`config.mk`:
```
export PLATFORM = sky130hd
export DESIGN_NAME = nnrv_regfile
export DESIGN_NICKNAME = d
export VERILOG_FILES = /design/src/rtl/nnrv_regfile.sv
export SDC_FILE = /design/constraint.sdc
export NUM_CORES = 2
export LEC_CHECK = 0
export CORE_ASPECT_RATIO = 1.1
export CORE_MARGIN = 5
export CORE_UTILIZATION = 55
export CTS_BUF_LIST = sky130_fd_sc_hd__clkbuf_8
export DETAILED_ROUTE_END_ITERATION = 10
export PLACE_DENSITY = 0.72
export SLEW_MARGIN = 20
export SYNTH_ARGS = -nofsm -noshare
export SYNTH_HDL_FRONTEND = slang
export SYNTH_SLANG_ARGS = --single-unit
export TNS_END_PERCENT = 20
```
`constraint.sdc`:
```
create_clock -name i_clk -period 62.8 [get_ports i_clk]
set_input_delay 12.56 -clock i_clk [delete_from_list [all_inputs] [get_ports i_clk]]
set_output_delay 12.56 -clock i_clk [all_outputs]
set_load 0.01 [all_outputs]
```
`src/rtl/nnrv_regfile.sv`:
```
// nnrv integer register file: x1..x31 storage, one write port, two registered read ports.
// Optional same-edge write-to-read bypass: define NNRV_REGFILE_BYPASS_EN.
module nnrv_regfile #(
   parameter int XLEN = 32
) (
   input  logic            i_clk,
   input  logic            i_rst,
   input  logic            i_reg_w_en,
   input  logic [4:0]      i_reg_w,
   input  logic [XLEN-1:0] i_reg_w_reg,
   input  logic            i_rd_en,
   input  logic [4:0]      i_rs1,
   input  logic [4:0]      i_rs2,
   input  logic            i_stall,
   output logic [XLEN-1:0] o_rs1_reg,
   output logic [XLEN-1:0] o_rs2_reg,
   output logic            o_rd_valid
);

   logic [XLEN-1:0] regs [1:31];
   logic            wr_fire;
   logic [XLEN-1:0] rs1_val_p0;
   logic [XLEN-1:0] rs2_val_p0;
   logic [XLEN-1:0] rs1_p1;
   logic [XLEN-1:0] rs2_p1;
   logic            vld_p1;

   assign wr_fire = i_reg_w_en && (i_reg_w != 5'd0);

   // x0 never reaches storage; the write side ignores it entirely.
   always_ff @(posedge i_clk or posedge i_rst) begin
      if (i_rst) begin
         for (int i = 1; i < 32; i++) begin
            regs[i] <= '0;
         end
      end else if (wr_fire) begin
         regs[i_reg_w] <= i_reg_w_reg;
      end
   end

   function automatic logic [XLEN-1:0] read_val(input logic [4:0] idx,
                                                input logic [XLEN-1:0] stored);
      logic [XLEN-1:0] v;
      v = stored;
`ifdef NNRV_REGFILE_BYPASS_EN
      if (wr_fire && (idx == i_reg_w)) begin
         v = i_reg_w_reg;
      end
`endif
      if (idx == 5'd0) begin
         v = '0;
      end
      return v;
   endfunction

   // Stage p0: combinational lookup of both read indices
   always_comb begin
      rs1_val_p0 = '0;
      rs2_val_p0 = '0;
      if (i_rs1 != 5'd0) begin
         rs1_val_p0 = read_val(i_rs1, regs[i_rs1]);
      end
      if (i_rs2 != 5'd0) begin
         rs2_val_p0 = read_val(i_rs2, regs[i_rs2]);
      end
   end

   // Stage p1: registered read outputs, frozen while stalled
   always_ff @(posedge i_clk or posedge i_rst) begin
      if (i_rst) begin
         rs1_p1 <= '0;
         rs2_p1 <= '0;
         vld_p1 <= 1'b0;
      end else if (!i_stall) begin
         if (i_rd_en) begin
            rs1_p1 <= rs1_val_p0;
            rs2_p1 <= rs2_val_p0;
            vld_p1 <= 1'b1;
         end else begin
            vld_p1 <= 1'b0;
         end
      end
   end

   assign o_rs1_reg  = rs1_p1;
   assign o_rs2_reg  = rs2_p1;
   assign o_rd_valid = vld_p1;

endmodule

```
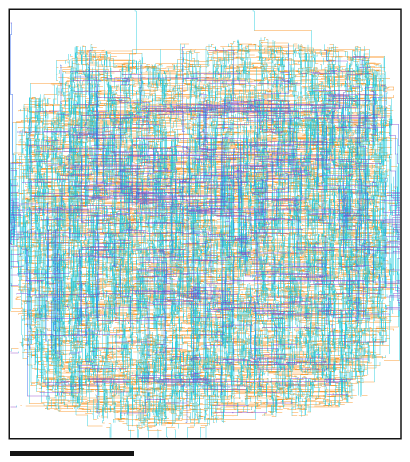
wires.png
The bar under the picture is 100 um long.
Cyan shows metal 2, wire length 79.6 mm. Orange shows metal 1, wire length 68.0 mm. Blue shows metal 4, wire length 6360 um. Purple shows metal 3, wire length 15100 um.

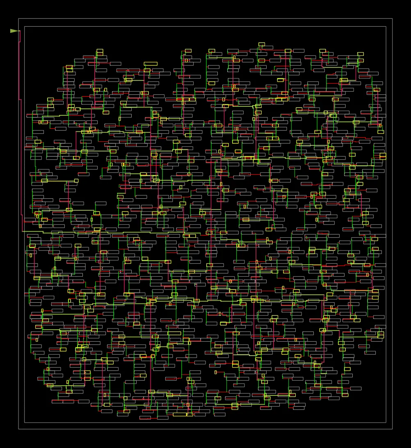
clocks.png
CTS Sinks: 1057
clock buffer count in the final layout: 222
clk_lat worst skew: 0.85 ns
seq_cells: 1057

==> impl_metrics.py <==
# Physical implementation metrics
metrics = {
    "clock_tree": {
        "holdBufCountCts": 0,
        "cts.repair.resized": 0,
        "numCtsBuffers": 178,
        "cts_tree": "done",
        "htreeDepth": 4,
        "ctsRootBufferMaster": "clkbuf_8",
    },
    "synthesis": {
        "logic_family": "multiplexers",
        "ys_ff": 1057,
        "ys_seq_frac": 0.474,
        "yosys_cells": 3802,
        "ys_types": 46,
        "yosysWarningCount": 0,
        "synth.mux.area_fraction": 0.412,
        "flop_cell": "dfrtp_1",
        "syn_area_per_cell_um2": 14.7,
        "synth_top_area_share": 0.474,
        "ys_chip_area_um2": 55800,
    },
    "pwr": {
        "power.density_nw_per_um2": 31.7,
        "switching_share": 0.286,
        "power_mw": 1.94,
        "leakagePower_nw": 26.9,
        "max-vdd-ir-drop_v": 0.0000214,
        "comb_power_mw": 0.398,
        "seqPwrFrac": 0.475,
        "clk-power_mw": 0.618,
    },
    "worst_setup_path": {
        "critical_path_class": "in2reg",
        "r2r-start": "regs[659]$_DFFE_PP0P_",
        "critPathTopFamily": "buffers and inverters",
        "critPathMaxStageDelay_ns": 0.80,
        "critPathMaxFanout": 115,
        "worstPathCellList": "buf_8, buf_12, buf_4, buf_4, mux4_2, mux2_2, a211oi_1, o41ai_1",
        "crit_slowest_cell": "buf_4",
        "cp.required_ns": 63.50,
        "rr_endpoint": "o_rs1_reg[19]$_DFFE_PP0P_",
    },
    "global_route": {
        "gr-usage-met1": 0.432,
        "top_usage_layer": "met2",
        "grt_max_degree": 174,
        "first_global_vias": 38000,
        "antenna_found_initial": 9,
    },
    "timing": {
        "finalSetupViolations": 0,
        "slew_viol_final": 0,
        "fin_skew_ns": 0.0381,
        "tightestPinTransition_ns": 1.13,
        "maxSlewHeadroom": 0.241,
        "hold_violations": 0,
        "whs_ns": 0.478,
    },
    "routing": {
        "wl_met2_um": 79600,
        "vias": 36600,
        "drtIter0Drc": 3681,
        "routed.top_layer": "met4",
    },
    "final_layout": {
        "n_all_buffers": 199,
        "mostFrequentLayoutCells": "mux2_2, dfrtp_1, mux4_2",
        "largest_register_ffs": 992,
        "drive_gt1_frac": 0.471,
        "comb_cells": 2339,
        "sh_comb_area": 0.451,
        "final_nets": 3829,
        "layout_top_cell_excl_fill_tap": "mux2_2",
        "stdcell_count": 5215,
        "clock_cell_area_share": 0.0583,
        "logic_area_um2": 27500,
        "diodes": 4,
        "sh_seq_area": 0.433,
    },
    "status": {
        "status": "complete, no violations",
    },
    "placement": {
        "hpwl_um": 96700,
        "place_inst": 4899,
        "port_buffers": 116,
    },
    "hold_path": {
        "hp-start": "o_rd_valid$_DFFE_PP0N_",
    },
    "floorplanning": {
        "core_um2": 101000,
        "ios": 117,
        "initCoreUtil": 0.554,
    },
    "run": {
        "warnings": 39,
    },
}
Power figures rest on the tool's default switching activity, not on a simulated workload.
